run_1/layers.png
Two of the layers only.
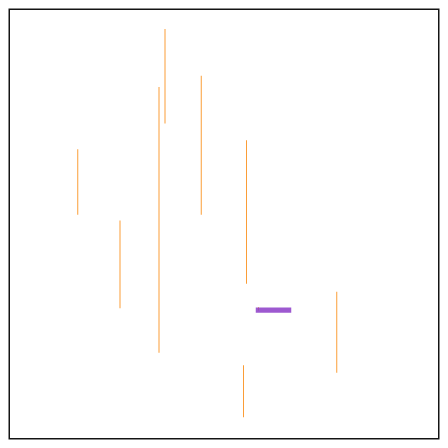
run_1/ff_map.png
Other sequential cells in the stronger gray, the rest of the logic in the fainter gray.
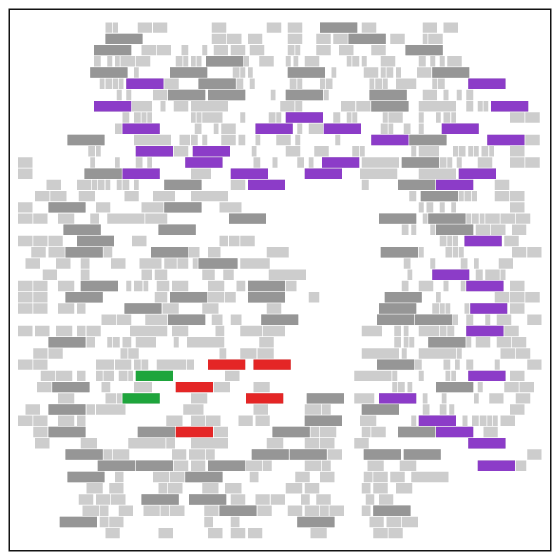
run_1/placed.png
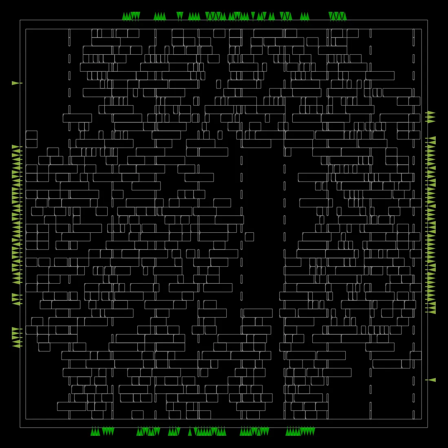
$ cat config.mk
export PLATFORM = sky130hd
export DESIGN_NAME = regfile_access_ctrl
export DESIGN_NICKNAME = d
export VERILOG_FILES = /design/src/rtl/regfile_access_ctrl.sv
export SDC_FILE = /design/constraint.sdc
export NUM_CORES = 1
export LEC_CHECK = 0
export CAP_MARGIN = 20
export CORE_MARGIN = 1.5
export CORE_UTILIZATION = 30
export DETAILED_ROUTE_END_ITERATION = 8
export PLACE_DENSITY = 0.55
export SLEW_MARGIN = 20
export SYNTH_ARGS = -nofsm -noshare
export SYNTH_HDL_FRONTEND = slang
export SYNTH_SLANG_ARGS = --single-unit
$ cat constraint.sdc
create_clock -name clk -period 2.5 [get_ports clk]
set_input_delay 0.25 -clock clk [delete_from_list [all_inputs] [get_ports clk]]
set_output_delay 0.25 -clock clk [all_outputs]
set_load 0.005 [all_outputs]
$ cat src/rtl/regfile_access_ctrl.sv
// regfile_access_ctrl: serialises operand fetches and writebacks onto the single bank port, with r0 forced to zero and bounded fetch starvation; define REGFILE_SAME_SRC_SKIP_EN to skip READ_B when rs == rt.
module regfile_access_ctrl (
  input  logic        clk,
  input  logic        rst_n,
  input  logic        rd_req_valid,
  output logic        rd_req_ready,
  input  logic [4:0]  rd_rs,
  input  logic [4:0]  rd_rt,
  output logic        rd_rsp_valid,
  output logic [31:0] rd_rsp_a,
  output logic [31:0] rd_rsp_b,
  input  logic        wb_valid,
  output logic        wb_ready,
  input  logic [4:0]  wb_rd,
  input  logic [31:0] wb_data,
  output logic [4:0]  bank_addr,
  output logic        bank_we,
  output logic [31:0] bank_wdata,
  input  logic [31:0] bank_rdata
);
  typedef enum logic [1:0] {IDLE, READ_A, READ_B, WRITE} state_t;
  state_t state, state_nx;
  logic [4:0] rs_q, rt_q, rd_q;
  logic [31:0] wd_q;
  logic [1:0] cnt;
  logic sat, rd_go, wb_go, same;
`ifdef REGFILE_SAME_SRC_SKIP_EN
  assign same = rs_q == rt_q;
`else
  assign same = 1'b0;
`endif
  // handshake arbitration, next state and bank port drive
  always_comb begin
    sat = cnt == 2'd3;
    rd_req_ready = state == IDLE && (!wb_valid || sat);
    wb_ready = state == IDLE && !(sat && rd_req_valid);
    rd_go = rd_req_valid && rd_req_ready;
    wb_go = wb_valid && wb_ready && !rd_go;
    state_nx = state == IDLE ? (rd_go ? READ_A : wb_go ? WRITE : IDLE) :
               state == READ_A ? (same ? IDLE : READ_B) : IDLE;
    bank_addr = state == READ_A ? rs_q : state == READ_B ? rt_q : state == WRITE ? rd_q : 5'd0;
    bank_we = state == WRITE && rd_q != 5'd0;
    bank_wdata = state == WRITE ? wd_q : 32'd0;
  end
  // state register
  always_ff @(posedge clk or negedge rst_n)
    if (!rst_n) state <= IDLE;
    else state <= state_nx;
  // request latches, starvation counter and response capture
  always_ff @(posedge clk or negedge rst_n) begin
    if (!rst_n) begin
      rs_q <= '0;
      rt_q <= '0;
      rd_q <= '0;
      wd_q <= '0;
      cnt <= '0;
      rd_rsp_valid <= 1'b0;
      rd_rsp_a <= '0;
      rd_rsp_b <= '0;
    end else begin
      if (rd_go) begin
        rs_q <= rd_rs;
        rt_q <= rd_rt;
      end
      if (wb_go) begin
        rd_q <= wb_rd;
        wd_q <= wb_data;
      end
      cnt <= rd_go ? 2'd0 : (wb_go && rd_req_valid) ? cnt + 2'd1 : cnt;
      rd_rsp_valid <= state == READ_B || (state == READ_A && same);
      if (state == READ_A) begin
        rd_rsp_a <= rs_q == 5'd0 ? 32'd0 : bank_rdata;
        if (same) rd_rsp_b <= rs_q == 5'd0 ? 32'd0 : bank_rdata;
      end
      if (state == READ_B) rd_rsp_b <= rt_q == 5'd0 ? 32'd0 : bank_rdata;
    end
  end
endmodule
==> changes_impl.md, run 1 <==
### Physical design

* Hold WC Path Type: primary input to flip-flop
* Hold depth at 3
* Cell Area, Synth at 4900 um2
* DR vias at 4074
* Final count of hold timing violations at 0
* Startpoint types: flip-flop
* Comb pwr share at 40.7%
* Placed cells at 841
* Rel. slew slack at 54.6%
* RSZ-0062 raised after global routing: no
* Final WL at 14300 um
* WP depth at 4
* Die Y at 131 um
* CP bufs+invs at 2
* Number of antenna diodes at 0
* Final min period at 2.36 ns
* Outcome: complete, no violations
* Inserted Clock Buffers at 17
* Max VDD drop at 0.000685 V
* Total GRT Usage at 17.6%
* Routed len/inst at 16.4 um
* Synth warnings at 0
* DRT met1 WL at 6280 um
* Via density at 4.67
* Pre-Place Util at 30.8%
* Pwr/cell area at 1260 nW/um2
* Clock Sink Count at 116
* Crit-path slowest cell: dfrtp_1
* Port bufs at 187
* Sequential power share at 35.5%
* DIE AREA at 17100 um2
* Cell Type Count at 25
* # setup viols final at 0
* Top-count cell post-synth: nand2_1
* Post-synth EDFFs at 0
* Met2 WL post-DR at 6770 um
* Skew final at 0.00504 ns
* Syn Area/Cell at 10.7 um2
* Cell accounting for the most synthesized area: dfrtp_1
* DRC Markers at 0
* Crit-path max FO at 24
* Crit path to: bank_we
* Worst-margin pin slew at 0.681 ns
* Worst EP required at 2.25 ns
-- layers.png (at the start) --
| color | layer | wire length |
|---|---|---|
| purple | M5 | 9.20 um |
| orange | M4 | 282 um |

-- ff_map.png (at the start) --
| color | name in the netlist | sequential cells |
|---|---|---|
| green | `cnt` | 2 |
| purple | `rd_rsp_b` | 32 |
| red | `rd_q` | 5 |
not colored: 77
post-layout util: 47.9%
Seq group: 3.41 mW

-- placed.png (at the start) --
Flops: 116
area of the core: 15900 um2
row cnt: 46

==> run 1: cells by family after synthesis <==
| group | Yosys count | synth area share (%) |
|---|---|---|
| buf+inv | 36 | 3.40 |
| flops | 116 | 59.3 |
| simple gates | 181 | 16.4 |
| compound gates | 73 | 8.05 |
| fa+ha+maj | 1 | 0.256 |
| mux | 52 | 12.7 |
==> run 1: power by group through the flow <==
stage | sequential (mW) | combinational, mW | clock [mW]
final | 3.41 | 3.90 | 2.28
after global routing | 3.53 | 4.32 | 2.43
after CTS | 3.42 | 3.98 | 2.33
after detailed placement | 3.44 | 3.96 | 0
after global placement | 3.40 | 3.86 | 0
after floorplan | 3.29 | 1.85 | 0
==> run 1: through the flow <==
stage               worst slack [ns]  hold slack, ns
global placement               0.538           0.332
CTS                           0.0808           0.395
finish                         0.136           0.413
floorplan                      0.773         -0.0456
detailed placement             0.507           0.334
global route                  0.0329           0.419
==> run 1: registers in the layout, summed over array words and instances, names as in the netlist <==
register	count
rd_rsp_valid	1
rs_q	5
rt_q	5
rd_rsp_a	32
rd_q	5
state	2
cnt	2
wd_q	32
rd_rsp_b	32
==> run 1: per-layer routing <==
layer	track usage [%]	vias up
met5	0	-
met4	7.56	2
met3	5.66	24
met2	28.3	143
met1	21.9	1990
li1	-	1915
==> run 1: area by class of cell <==
class | instances | area (um2)
clock buffers | 27 | 553
clock inverters | 3 | 15.0
fillers | 1487 | 8280
inverters | 1 | 3.75
multi-input cells | 307 | 1840
flip-flops and latches | 116 | 2900
well taps | 216 | 270
repair buffers | 202 | 2020
==> run 1: repair_timing <==
action	CTS	global route
hold buffers	1	0
setup buffers	0	0
setup endpoints to repair	0	1
gates resized	0	1
endpoints found under the hold margin	49	0
## Run 2: what changed since run 1
- SLEW_MARGIN: 20 -> 10
run_2/m2.png
Scale bar: 50 um.
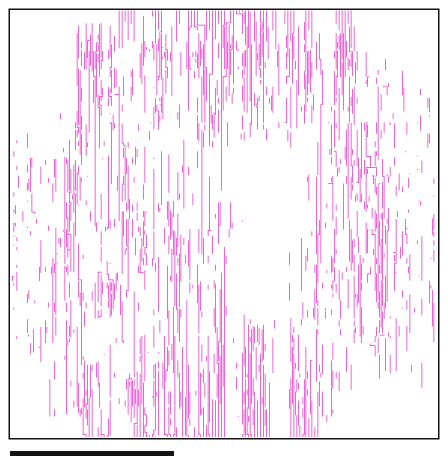
wire length on this layer: 6770 um
main direction: vertical
nets with wire on the layer: 621

==> run 2 against run 1 <==
Against the previous run: first-iteration DRC count stayed put; final cell count stayed put; design area stayed put; hold slack stayed put; synthesized cell count stayed put; setup slack stayed put; die size stayed put; clock power hardly changed; synthesized area stayed put; largest power group unchanged; highest routed layer unchanged.
==> changes_impl.md, run 2 <==
### Physical design

* Top-count cell post-synth: nand2_1
* # setup viols final at 0
* Number of antenna diodes at 0
* Tot Pwr at 9.60 mW
* Max Slew Vio Count at 0
* Largest cells by area: dfrtp_1, nand2_1, mux2_1
* DRC Markers at 0
* Pwr/cell area at 1260 nW/um2
* Post-synth EDFFs at 0
* Startpoint types: flip-flop
* Row cnt at 46
* Clk buf depth at 2
* Global-route wire length before repair at 22500 um
* Hold depth at 3
* Antenna viol nets, final at 0
* Via density at 4.67
* Clock Sink Count at 116
* Cell Area, Synth at 4900 um2
* Cell accounting for the most synthesized area: dfrtp_1
* Crit path to: bank_we
* Routed len/inst at 16.4 um
* Worst-margin pin slew at 0.681 ns
* Synth warnings at 0
* Total GRT Usage at 17.6%
* Post-CTS Setup Bufs at 0
* Skew final at 0.00504 ns
* RSZ-0062 raised after global routing: no
* Port bufs at 187
* Worst EP required at 2.25 ns
* Crit-path max FO at 24
* Largest regs: rd_rsp_a x32, rd_rsp_b x32, wd_q x32
* Die Y at 131 um
* Max VDD drop at 0.000685 V
* DR vias at 4074
* DP Worst Slack at 0.507 ns
* Pre-Place Util at 30.8%
* Inserted Clock Buffers at 17
* Rel. slew slack at 54.6%
* Outcome: complete, no violations
* Final WL at 14300 um
* DIE AREA at 17100 um2
* Final min period at 2.36 ns
* Fin nets at 729
* Final setup margin at 0.136 ns
* Cell Type Count at 25
* Area of the core at 15900 um2
* Area growth syn-to-layout at 55.3%
* Final count of hold timing violations at 0
* Hold WC Path Type: primary input to flip-flop
run_2/ff_map.png
Other sequential cells in the stronger gray, the rest of the logic in the fainter gray.
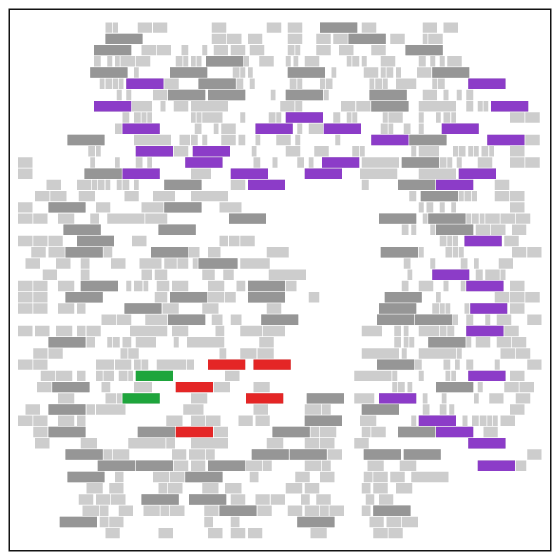
| color | name in the netlist | sequential cells |
|---|---|---|
| purple | `rd_rsp_b` | 32 |
| red | `rd_q` | 5 |
| green | `cnt` | 2 |
flop share of the area: 38.2%
FF+latch area: 2900 um2

[run 2: cell counts in the layout (fill, tap and decap cells not counted)]
No cell type changed its count.
[run 2: area by class of cell]
class                   count  area (um2)
clock buffers              27         553
clock inverters             3        15.0
fillers                  1487        8280
inverters                   1        3.75
multi-input cells         307        1840
flip-flops and latches    116        2900
well taps                 216         270
repair buffers            202        2020
[run 2: metal layers]
layer  up-vias  routed length (um)  track usage (%)
met1      1990                6280             21.9
met4         2                 282             7.56
li1       1915                   -                -
met3        24                 969             5.66
met5         -                   9                0
met2       143                6770             28.3
[run 2: kinds of logic (layout without fill, tap and decap cells)]
logic type,after synthesis,in the layout,synth area share (%)
buffers and inverters,36,233,3.40
muxes,52,52,12.7
AOI/OAI and AO/OA,73,73,8.05
adders and majority gates,1,1,0.256
DFF,116,116,59.3
and+or+nand+nor,181,181,16.4
[run 2: where the power goes]
part           switching, mW  internal, mW
Clock                  0.796          1.49
Sequential             0.591          2.82
Combinational           1.67          2.23
[run 2: critical path, cell delays in order (launching register included)]
cell and delay (ns):
dfrtp_1 0.73, buf_12 0.23, nand2_1 0.06, a21oi_1 0.16, clkdlybuf4s50_1 0.53
[run 2: repair_timing]
item,CTS,global route
hold buffers,1,0
gates resized,0,1
endpoints found under the setup margin,0,1
endpoints found under the hold margin,49,0
[run 2: per-stage QoR]
step	std cells	util, %	hold slack [ns]
4_1_cts	872	47.9	0.395
5_1_grt	872	47.9	0.419
2_1_floorplan	459	-	-0.0456
3_3_place_gp	841	44.2	0.332
6_report	872	47.9	0.413
3_5_place_dp	841	44.2	0.334
Power and IR drop assume default switching activity.
